--- config.mk ---
export PLATFORM = sky130hd
export DESIGN_NAME = concat8_unpacker
export DESIGN_NICKNAME = d
export VERILOG_FILES = /design/src/rtl/concat8_unpacker.sv
export SDC_FILE = /design/constraint.sdc
export NUM_CORES = 1
export LEC_CHECK = 0
export CORE_UTILIZATION = 42
export DETAILED_ROUTE_END_ITERATION = 8
export PLACE_DENSITY = 0.65
export SYNTH_ARGS = -nofsm -noshare
export SYNTH_HDL_FRONTEND = slang
export SYNTH_SLANG_ARGS = --single-unit
--- constraint.sdc ---
create_clock -name clk -period 4.29 [get_ports clk]
set_input_delay 0.858 -clock clk [delete_from_list [all_inputs] [get_ports clk]]
set_output_delay 0.858 -clock clk [all_outputs]
set_load 0.01 [all_outputs]
--- src/rtl/concat8_unpacker.sv ---
// Serial receive side of the packed field format {A[3:0], B[1:0], ~C, D}: deserializes
// MSB-first frames and presents the fields on a one-deep valid/ready register.
// Optional build macro UNPACK_PARITY_EN: 9-bit frames, with a trailing even-parity bit.
module concat8_unpacker #(
  parameter int unsigned ERR_CNT_W  = 8,
  parameter bit          C_INVERTED = 1'b1
) (
  input  logic                 clk,
  input  logic                 rst_n,
  input  logic                 sin_valid,
  output logic                 sin_ready,
  input  logic                 sin_data,
  input  logic                 sin_sof,
  output logic                 out_valid,
  input  logic                 out_ready,
  output logic [3:0]           A,
  output logic [1:0]           B,
  output logic                 C,
  output logic                 D,
  output logic                 frame_err,
  output logic [ERR_CNT_W-1:0] err_count
);

`ifdef UNPACK_PARITY_EN
  localparam int unsigned FRAME_W = 9;
`else
  localparam int unsigned FRAME_W = 8;
`endif
  localparam logic [3:0] LAST_IDX = 4'(FRAME_W - 1);

  typedef enum logic [1:0] {HUNT, SHIFT, FULL} state_e;

  state_e                 state_q;
  logic [3:0]             bit_cnt_q;
  logic [FRAME_W-1:0]     shreg_q;
  logic                   out_valid_q;
  logic [3:0]             a_q;
  logic [1:0]             b_q;
  logic                   c_q;
  logic                   d_q;
  logic                   frame_err_q;
  logic [ERR_CNT_W-1:0]   err_cnt_q;

  logic                   can_load;
  logic                   xfer;
  logic                   last_bit;
  logic                   frame_ok;
  logic                   load_en;
  logic                   err_evt;
  logic [FRAME_W-1:0]     shifted;
  logic [7:0]             load_data;

  always_comb begin
    can_load  = !out_valid_q || out_ready;
    sin_ready = rst_n && ((state_q != FULL) || can_load);
    xfer      = sin_valid && sin_ready;
    shifted   = {shreg_q[FRAME_W-2:0], sin_data};
    last_bit  = (state_q == SHIFT) && xfer && !sin_sof && (bit_cnt_q == LAST_IDX);
`ifdef UNPACK_PARITY_EN
    frame_ok  = ~^shifted;
`else
    frame_ok  = 1'b1;
`endif
    // A completed frame goes straight to the output when it is free; FULL only
    // holds a frame that arrived while the output register was still occupied.
    load_en   = (last_bit && frame_ok && can_load) || ((state_q == FULL) && can_load);
    load_data = (state_q == FULL) ? shreg_q[FRAME_W-1 -: 8] : shifted[FRAME_W-1 -: 8];
    err_evt   = ((state_q == SHIFT) && xfer && sin_sof) || (last_bit && !frame_ok);
  end

  always_ff @(posedge clk or negedge rst_n) begin
    if (!rst_n) begin
      state_q     <= HUNT;
      bit_cnt_q   <= '0;
      shreg_q     <= '0;
      out_valid_q <= 1'b0;
      a_q         <= '0;
      b_q         <= '0;
      c_q         <= 1'b0;
      d_q         <= 1'b0;
      frame_err_q <= 1'b0;
      err_cnt_q   <= '0;
    end else begin
      frame_err_q <= err_evt;
      if (err_evt && (err_cnt_q != '1)) begin
        err_cnt_q <= err_cnt_q + ERR_CNT_W'(1);
      end

      if (load_en) begin
        out_valid_q <= 1'b1;
        a_q         <= load_data[7:4];
        b_q         <= load_data[3:2];
        c_q         <= load_data[1] ^ C_INVERTED;
        d_q         <= load_data[0];
      end else if (out_valid_q && out_ready) begin
        out_valid_q <= 1'b0;
      end

      case (state_q)
        HUNT: begin
          if (xfer && sin_sof) begin
            shreg_q   <= FRAME_W'(sin_data);
            bit_cnt_q <= 4'd1;
            state_q   <= SHIFT;
          end
        end
        SHIFT: begin
          if (xfer) begin
            if (sin_sof) begin
              shreg_q   <= FRAME_W'(sin_data);
              bit_cnt_q <= 4'd1;
            end else if (last_bit) begin
              shreg_q   <= shifted;
              bit_cnt_q <= '0;
              state_q   <= (frame_ok && !can_load) ? FULL : HUNT;
            end else begin
              shreg_q   <= shifted;
              bit_cnt_q <= bit_cnt_q + 4'd1;
            end
          end
        end
        FULL: begin
          if (can_load) begin
            if (xfer && sin_sof) begin
              shreg_q   <= FRAME_W'(sin_data);
              bit_cnt_q <= 4'd1;
              state_q   <= SHIFT;
            end else begin
              state_q   <= HUNT;
            end
          end
        end
        default: state_q <= HUNT;
      endcase
    end
  end

  assign out_valid = out_valid_q;
  assign A         = a_q;
  assign B         = b_q;
  assign C         = c_q;
  assign D         = d_q;
  assign frame_err = frame_err_q;
  assign err_count = err_cnt_q;

endmodule
==> impl_metrics.env, run 1 <==
# source this file to load flow results
export IMPL_path_cells="clkdlybuf4s50_1 > nand2b_1 > o21a_1 > clkdlybuf4s50_1"
export IMPL_cts_tree="done"
export IMPL_most_common_cell="dfrtp_1"
export IMPL_clock_path_buffers=2
export IMPL_place_area_mm2=0.001757
export IMPL_synth_distinct_cells=39
export IMPL_rsz0062_at_grt="false"
export IMPL_cts_htree_levels=2
export IMPL_async_flop_share_pct=100.0
export IMPL_rrSetupSlack_ns=2.32
export IMPL_antenna_found_initial=0
export IMPL_final_area_mm2=0.001815
export IMPL_maxSlewViolCount=0
export IMPL_synth_edff_count=0
export IMPL_vias_per_cell=5.567
export IMPL_cts_hold_buffers_added=0
export IMPL_synth_stat_cells=139
export IMPL_tightest_slew_ns=0.7005
export IMPL_ff_type="dfrtp_1"
export IMPL_cp_start_kind="input port"
export IMPL_critPathTopFamily="buffers and inverters"
export IMPL_finalHoldViolations=0
export IMPL_end_kind="primary output"
export IMPL_yosys_area_mm2=0.001496
export IMPL_nNetsFinal=171
export IMPL_root_buffer="clkbuf_4"
export IMPL_ys_flops=32
export IMPL_post_cts_setup_buffers=0
export IMPL_startpoint="out_ready"
export IMPL_synth_top_area_share_pct=53.51
export IMPL_status="finished clean"
export IMPL_rr_endpoint="shreg_q[0]"
export IMPL_powerDensity_mw_per_mm2=500.6
export IMPL_fp_coreArea_mm2=0.003363
export IMPL_crit_top_cell="clkdlybuf4s50_1"
export IMPL_critical_path_endpoint="sin_ready"
export IMPL_arrival_ns=2.37
export IMPL_postSynthSeqShare_pct=53.51
export IMPL_insertion_delay_ns=0.33
export IMPL_grt_max_degree=30
export IMPL_seq_area_um2=800.8
export IMPL_yosys_warnings=0
export IMPL_tool_warnings=26
export IMPL_slowest_stage="clkdlybuf4s50_1"
export IMPL_fin_hold_ws_ns=0.5138
export IMPL_cts_made_buffers=5
export IMPL_synthCells=139
export IMPL_postRouteAntennaNets=0
export IMPL_dpl_hpwl_mm=2.181
## run 1: metal layers
metal | global-route usage [%] | wire [µm] | vias up
met5 | 0 | 0 | -
met4 | 6.667 | 36 | 0
met3 | 7.039 | 137 | 4
met2 | 29.49 | 1505 | 29
met1 | 24.90 | 1453 | 575
li1 | - | - | 561
## run 1: sequential cells by signal, summed over array words and instances, names as in the netlist
register   cells
D              1
out_valid      1
state_q        2
shreg_q        8
A              4
frame_err      1
C              1
bit_cnt_q      4
err_count      8
B              2
## run 1: layout by cell type (no fill, tap or decap), drive strengths merged, types with 4 or more instances in the layout
cell type / count
a2bb2oi: 6
nand3: 4
clkdlybuf4s50: 24
nor2: 4
o22ai: 7
xnor2: 6
nand2: 12
nand4: 4
clkbuf: 8
o21ai: 18
dfrtp: 32
a21oi: 4
## run 1: area by class of cell
type	count	share of cell area (%)
multi-input combinational	98	35.63
clock buffer	8	3.239
sequential	32	44.11
inverter	1	0.2068
tap	46	3.170
timing repair buffer	25	13.65
## run 1: worst min-delay path by stage
stage | from | endpoint | slack (ns) | cells after the start
finish | bit_cnt_q[3] | bit_cnt_q[3] | 0.51 | 1
global route | bit_cnt_q[3] | bit_cnt_q[3] | 0.54 | 1
CTS | bit_cnt_q[3] | bit_cnt_q[3] | 0.52 | 1
detailed placement | A[2] | A[2] | 0.50 | 1
global placement | bit_cnt_q[3] | bit_cnt_q[3] | 0.46 | 1
floorplan | bit_cnt_q[3] | bit_cnt_q[3] | 0.45 | 1
## run 1: per-stage QoR
step                util, %  total power [mW]  worst slack (ns)  instances
floorplan                 -            0.5956             2.035        139
global placement      52.23            0.7306             1.086        202
detailed placement    52.23            0.7349             1.071        202
CTS                   53.98            0.9177             1.050        210
global route          53.98            0.9711            0.9524        210
finish                53.98            0.9088             1.059        210
## run 1: cell families (layout without fill, tap and decap cells)
logic type	count (synthesis)	after routing	synth area share, %
XOR/XNOR	7	7	4.097
buffers and inverters	9	34	3.260
adder cells (fa/ha/maj)	2	2	1.672
multiplexers	3	3	2.257
AND/OR/NAND/NOR	39	39	14.13
flip-flops	32	32	53.51
AND-OR/OR-AND	47	47	21.07
## run 1: power by group
group	total, mW	internal, mW	switching [mW]
clock network	0.179	0.0808	0.0984
registers	0.450	0.377	0.0728
logic	0.279	0.161	0.118
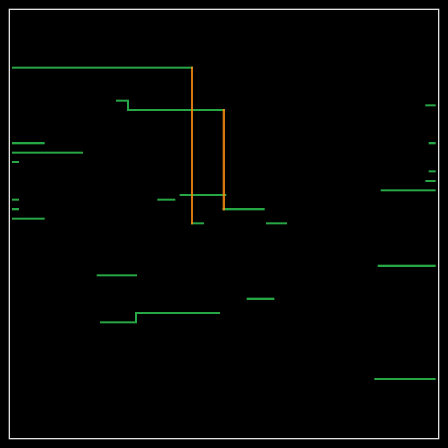
Figure 1: run 1, routed metal, one colour a layer.
Two of the layers only.
legend:
  orange:
    layer: met4
    wire_length: 36.7 µm
  green:
    layer: met3
    wire_length: 138 µm
Vias: 1,169
Routed WL: 3.132 mm

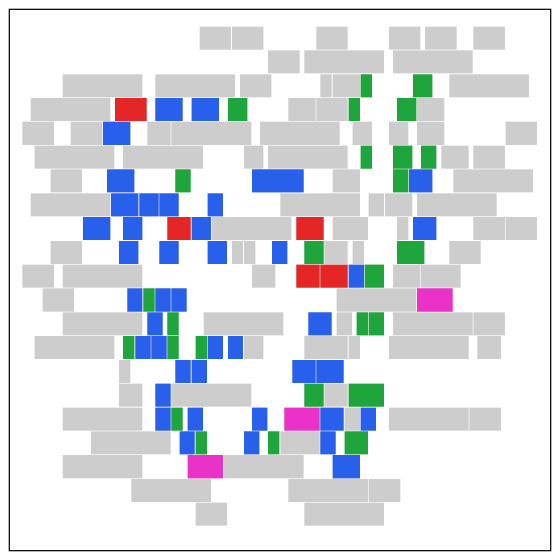
Figure 2: run 1, gate-type map.
legend:
  red:
    family: AND-OR and OR-AND gates
    cells: 5
    most_used: o21a_1
    where: middle
  magenta:
    family: multiplexers
    cells: 3
    most_used: mux2_2
  green:
    family: NAND gates
    cells: 26
    most_used: nand2_1
  blue:
    family: inverting AOI/OAI gates
    cells: 42
    most_used: o21ai_0

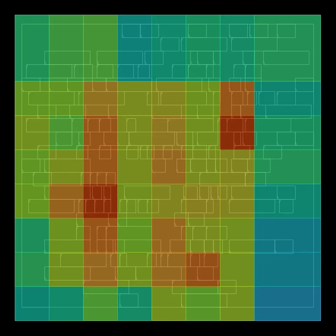
Figure 3: run 1, congestion heat map.
Avg WL per Cell: 14.91 µm
GRT met1 Usage: 24.90%
All-Layer GR Usage: 19.11%
gr busiest metal: met2
met3 Usage GRT: 7.039%

Figure 4. Register map, names as in the netlist (run 1).
Scale bar: 20 µm.
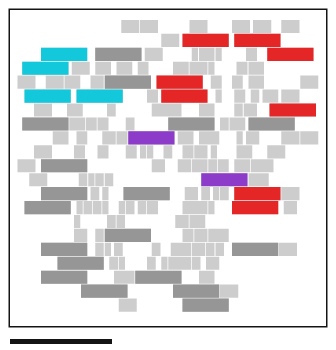

==> inputs of run 2 (changes only) <==
Clock period 4.29 ns to 3.2 ns, I/O delays scaled along.
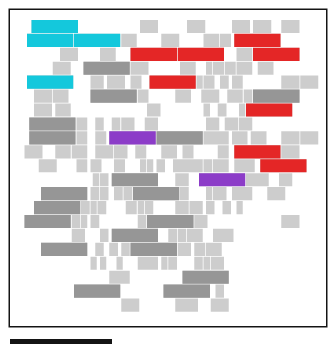
Figure 5: run 2, register map, names as in the netlist.
Scale bar: 20 µm.
legend:
  cyan:
    signal: `A`
    flops: 4
    where: top left
  red:
    signal: `err_count`
    flops: 8
    where: top right
  purple:
    signal: `state_q`
    flops: 2
not coloured: 18
Register Area: 800.8 µm²
flop share of the area: 43.51%

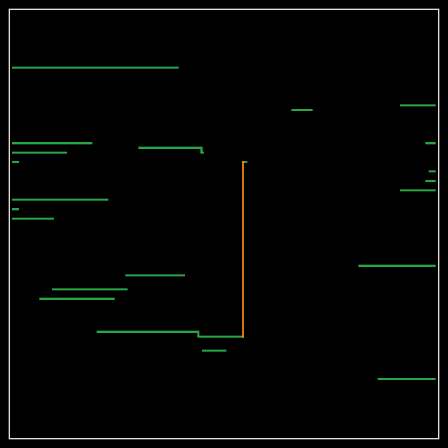
Figure 6: run 2, routed metal, one colour a layer.
Two of the layers only.
legend:
  green:
    layer: met3
    wire_length: 162 µm
  orange:
    layer: met4
    wire_length: 25.2 µm

==> run 2 against run 1 <==
Global-route usage decreased by 1.2 points. Worst hold slack worse by 0.024 ns. Via count is 0.68% higher. Critical path type unchanged. Critical path depth is 1 lower. Clock power rose by 35%. Synthesized area stayed put. Largest cell class unchanged. Power is 35% higher. Sequential cell count unchanged. Die size unchanged. First-iteration DRC count shrank 18%. Sequential share of layout area decreased by 0.60 points. Synthesized cell count is the same.
==> impl_metrics.env, run 2 <==
# source this file to load flow results
export IMPL_synth_stat_cells=139
export IMPL_hold_path_depth=1
export IMPL_min_delay_start="bit_cnt_q[3]"
export IMPL_worst_slack_ns=0.5351
export IMPL_yosys_warnings=0
export IMPL_p_total_mw=1.224
export IMPL_cts_htree_levels=2
export IMPL_rsz0062_at_grt="false"
export IMPL_status="finished clean"
export IMPL_via_count=1177
export IMPL_mux_area_share_pct=2.258
export IMPL_rrSetupSlack_ns=1.30
export IMPL_tool_warnings=26
export IMPL_post_cts_setup_buffers=0
export IMPL_synth_top_area_share_pct=53.51
export IMPL_synthCells=139
export IMPL_dpl_hpwl_mm=2.242
export IMPL_synth_cellmix_simpleShare_pct=14.13
export IMPL_antenna_found_initial=0
export IMPL_yosys_area_mm2=0.001496
export IMPL_clock_path_buffers=2
export IMPL_xor_share_pct=4.097
export IMPL_ff_type="dfrtp_1"
export IMPL_ys_sh_adder_pct=1.672
export IMPL_tightest_slew_ns=0.6389
export IMPL_ys_flops=32
export IMPL_most_common_layout_cells="dfrtp_1, clkdlybuf4s50_1, o21ai_0"
export IMPL_grt_max_degree=18
export IMPL_wl_mm=3.023
export IMPL_topCombFamilyByArea="AND-OR/OR-AND gates"
export IMPL_ys_sh_aoi_pct=21.07
export IMPL_grtUsageTotal_pct=17.92
export IMPL_fp_coreArea_mm2=0.003363
run 2: worst max path at each step:
stage / to / cells past startpoint / start / slack (ns)
4_1_cts: sin_ready / 3 / rst_n / 0.52
5_1_grt: sin_ready / 3 / rst_n / 0.45
6_report: sin_ready / 3 / rst_n / 0.54
2_1_floorplan: sin_ready / 3 / out_ready / 1.38
3_3_place_gp: sin_ready / 3 / rst_n / 0.52
3_5_place_dp: sin_ready / 3 / rst_n / 0.53
run 2: cells by family after synthesis:
| logic type | after synthesis |
|---|---|
| DFF | 32 |
| muxes | 3 |
| xor gates and xnor gates | 7 |
| adders and majority gates | 2 |
| buffers and inverters | 9 |
| AOI/OAI and AO/OA | 47 |
| and+or+nand+nor | 39 |
run 2: report_power, final:
part	switching, mW	total, mW	internal, mW
Sequential	0.0955	0.601	0.506
Clock	0.137	0.241	0.104
Combinational	0.164	0.382	0.218
Total	0.396	1.22	0.828
run 2: layout make-up:
class	instances	area [µm²]	area share [%]
Timing Repair Buffer	28	270.3	14.68
Tap cell	46	57.56	3.127
Clock buffer	6	51.30	2.787
Multi-Input combinational cell	98	646.9	35.15
Clock inverter	2	10.01	0.5438
Inverter	1	3.754	0.2039
Sequential cell	32	800.8	43.51
run 2: per-layer routing:
metal	vias to the layer above	GRT usage (%)	share of wire (%)
met5	-	0	0
met3	2	7.039	5.3
met4	0	6.032	0.83
li1	577	-	-
met1	569	23.29	45
met2	29	27.50	49
run 2: worst max-delay path, cell delays in order:
cell and delay [ns]:
clkdlybuf4s50_1 0.67, o21a_1 0.17, clkdlybuf4s50_1 0.54
Figure 7. Cells by drive strength (run 2).
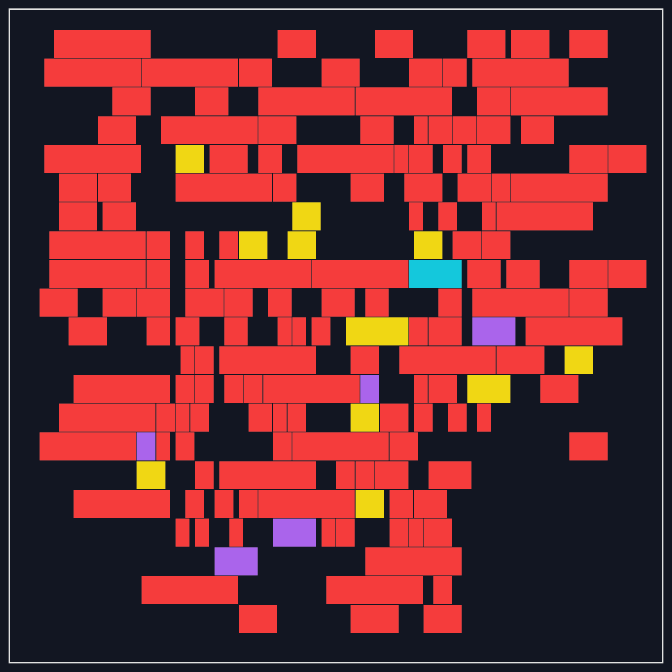

==> inputs of run 3 (changes only) <==
Settings changed: PLACE_DENSITY 0.65 to 0.68.
Clock period 3.2 ns to 2.38 ns, I/O delays scaled along.
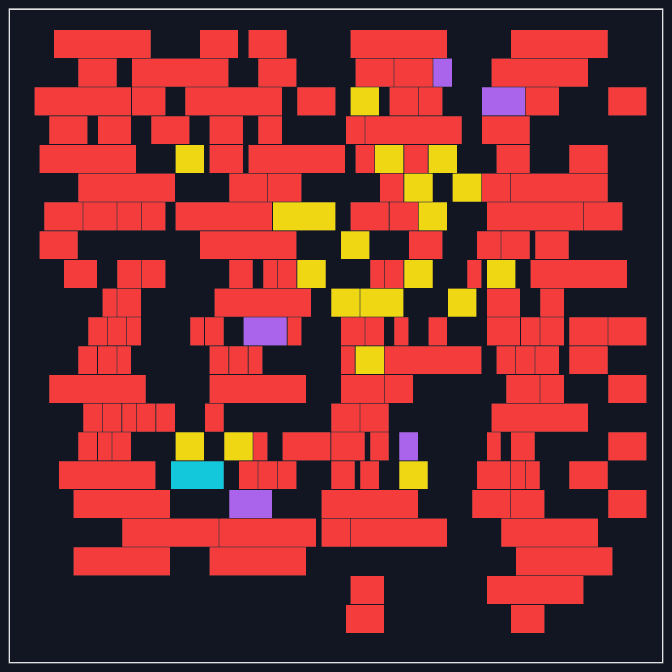
Figure 8: run 3, cells by drive strength.
legend:
  red:
    size: drive 1 or less
    cells: 150
    share: 86%
    most_used: dfrtp_1
  purple:
    size: drive 2
    cells: 5
    share: 2.9%
    most_used: mux2_2
  yellow:
    size: drive 3 to 4
    cells: 19
    share: 11%
    most_used: buf_4
  cyan:
    size: drive 6 and up
    cells: 1
    share: 0.57%
    most_used: clkbuf_8

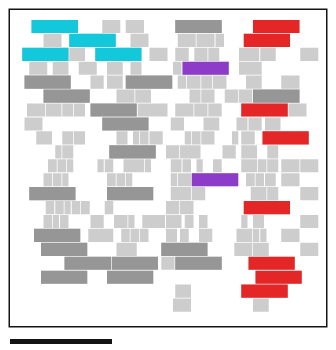
Figure 9: run 3, register map, names as in the netlist.
Scale bar: 20 µm.
legend:
  purple:
    signal: `state_q`
    flops: 2
  cyan:
    signal: `A`
    flops: 4
    where: top left
  red:
    signal: `err_count`
    flops: 8
fin util: 56.51%
flop share of the area: 42.13%
sequential power: 811 µW

==> run 3 against run 2 <==
Clock power rose by 32%. Non-clock buffer count up 8. Clock skew decreased by 0.0053 ns. Cell area is 3.3% higher. Count of clock-buffer cells in the layout is the same. Global-route usage rose by 2.0 points. Critical path depth unchanged. First-iteration DRC count grew 28%. Register-to-register slack got worse by 0.67 ns. Sequential share of layout area decreased by 1.4 points. Core utilization increased by 1.8 points. Sequential power is 35% higher. Largest cell class unchanged. Largest power group unchanged. Highest routed layer unchanged.
==> impl_metrics.env, run 3 <==
# source this file to load flow results
export IMPL_status="finished clean"
export IMPL_yosys_area_mm2=0.001496
export IMPL_r2r_worst_path_cells=4
export IMPL_via_count=1219
export IMPL_ys_flops=32
export IMPL_clkSinkCount=32
export IMPL_critical_path_endpoint="sin_ready"
export IMPL_grt_max_degree=19
export IMPL_synth_stat_cells=139
export IMPL_grt_use_met3_pct=6.625
export IMPL_met2_usage_pct=34.10
export IMPL_ff_type="dfrtp_1"
export IMPL_grt_busiest_layer="met2"
export IMPL_grtUsageTotal_pct=19.89
export IMPL_antenna_found_initial=0
export IMPL_p_total_mw=1.654
export IMPL_rsz0062_at_grt="false"
export IMPL_clock_path_buffers=2
export IMPL_ir_drop_mv=0.4880
export IMPL_startpoint="rst_n"
export IMPL_synthCells=139
export IMPL_required_ns=1.90
export IMPL_wl_mm=3.284
export IMPL_post_cts_setup_buffers=0
export IMPL_use_met1_pct=23.22
export IMPL_cts_htree_levels=2
export IMPL_fp_coreArea_mm2=0.003363
export IMPL_drive_gt1_share_pct=14.29
export IMPL_yosys_warnings=0
export IMPL_dpl_hpwl_mm=2.495
export IMPL_synth_distinct_cells=39
export IMPL_synth_top_area_share_pct=53.51
export IMPL_grt_overflow=0
export IMPL_routedWlPerCell_um=14.86
export IMPL_root_buffer="clkbuf_4"
export IMPL_most_common_layout_cells="dfrtp_1, clkdlybuf4s50_1, o21ai_0"
export IMPL_clock_skew_final_ns=0.004503
export IMPL_tool_warnings=26
[run 3: cell types whose count changed in the layout (fill, tap and decap cells not counted)]
| cell | change |
|---|---|
| buf_4 | +8 |
[run 3: worst min-delay path by stage]
stage / startpoint / to / slack, ns / cells past startpoint
final: bit_cnt_q[3] / bit_cnt_q[3] / 0.51 / 1
after global routing: bit_cnt_q[3] / bit_cnt_q[3] / 0.54 / 1
after CTS: bit_cnt_q[3] / bit_cnt_q[3] / 0.51 / 1
after detailed placement: bit_cnt_q[3] / bit_cnt_q[3] / 0.49 / 1
after global placement: bit_cnt_q[3] / bit_cnt_q[3] / 0.47 / 1
after floorplan: rst_n / A[0] / 0.18 / 0
[run 3: kinds of logic (layout without fill, tap and decap cells)]
family	after synthesis	after routing	share of synthesized area, %
AND/OR/NAND/NOR	39	39	14.13
adder cells (fa/ha/maj)	2	2	1.672
multiplexers	3	3	2.257
flip-flops	32	32	53.51
buffers and inverters	9	45	3.260
XOR/XNOR	7	7	4.097
AND-OR/OR-AND	47	47	21.07
[run 3: per-layer routing]
metal / up-vias / wire length [µm]
li1: 588 / -
met1: 599 / 1305
met2: 26 / 1787
met3: 6 / 152
met4: 0 / 38
met5: - / 0
[run 3: critical path, stage by stage]
cell and delay (ns):
clkdlybuf4s50_1 0.59, o21a_1 0.16, clkdlybuf4s50_1 0.53
[run 3: power by group]
part	switching, mW	internal [mW]	total (mW)
combinational	0.219	0.305	0.524
sequential	0.131	0.680	0.811
clock	0.179	0.140	0.319
[run 3: layout make-up]
type | instances | area (µm²)
clock buffer | 6 | 51.30
sequential | 32 | 800.8
multi-input combinational | 98 | 646.9
timing repair buffer | 36 | 330.3
clock inverter | 2 | 10.01
tap | 46 | 57.56
inverter | 1 | 3.754
fill | 324 | 1463
[run 3: metrics by stage]
stage                     instances  setup slack (ns)
after global routing            221           0.09119
after detailed placement        213            0.1174
after global placement          213            0.1388
after CTS                       221            0.1259
final                           221            0.1402
after floorplan                 139            0.7483
Power figures rest on the tool's default switching activity, not on a simulated workload.
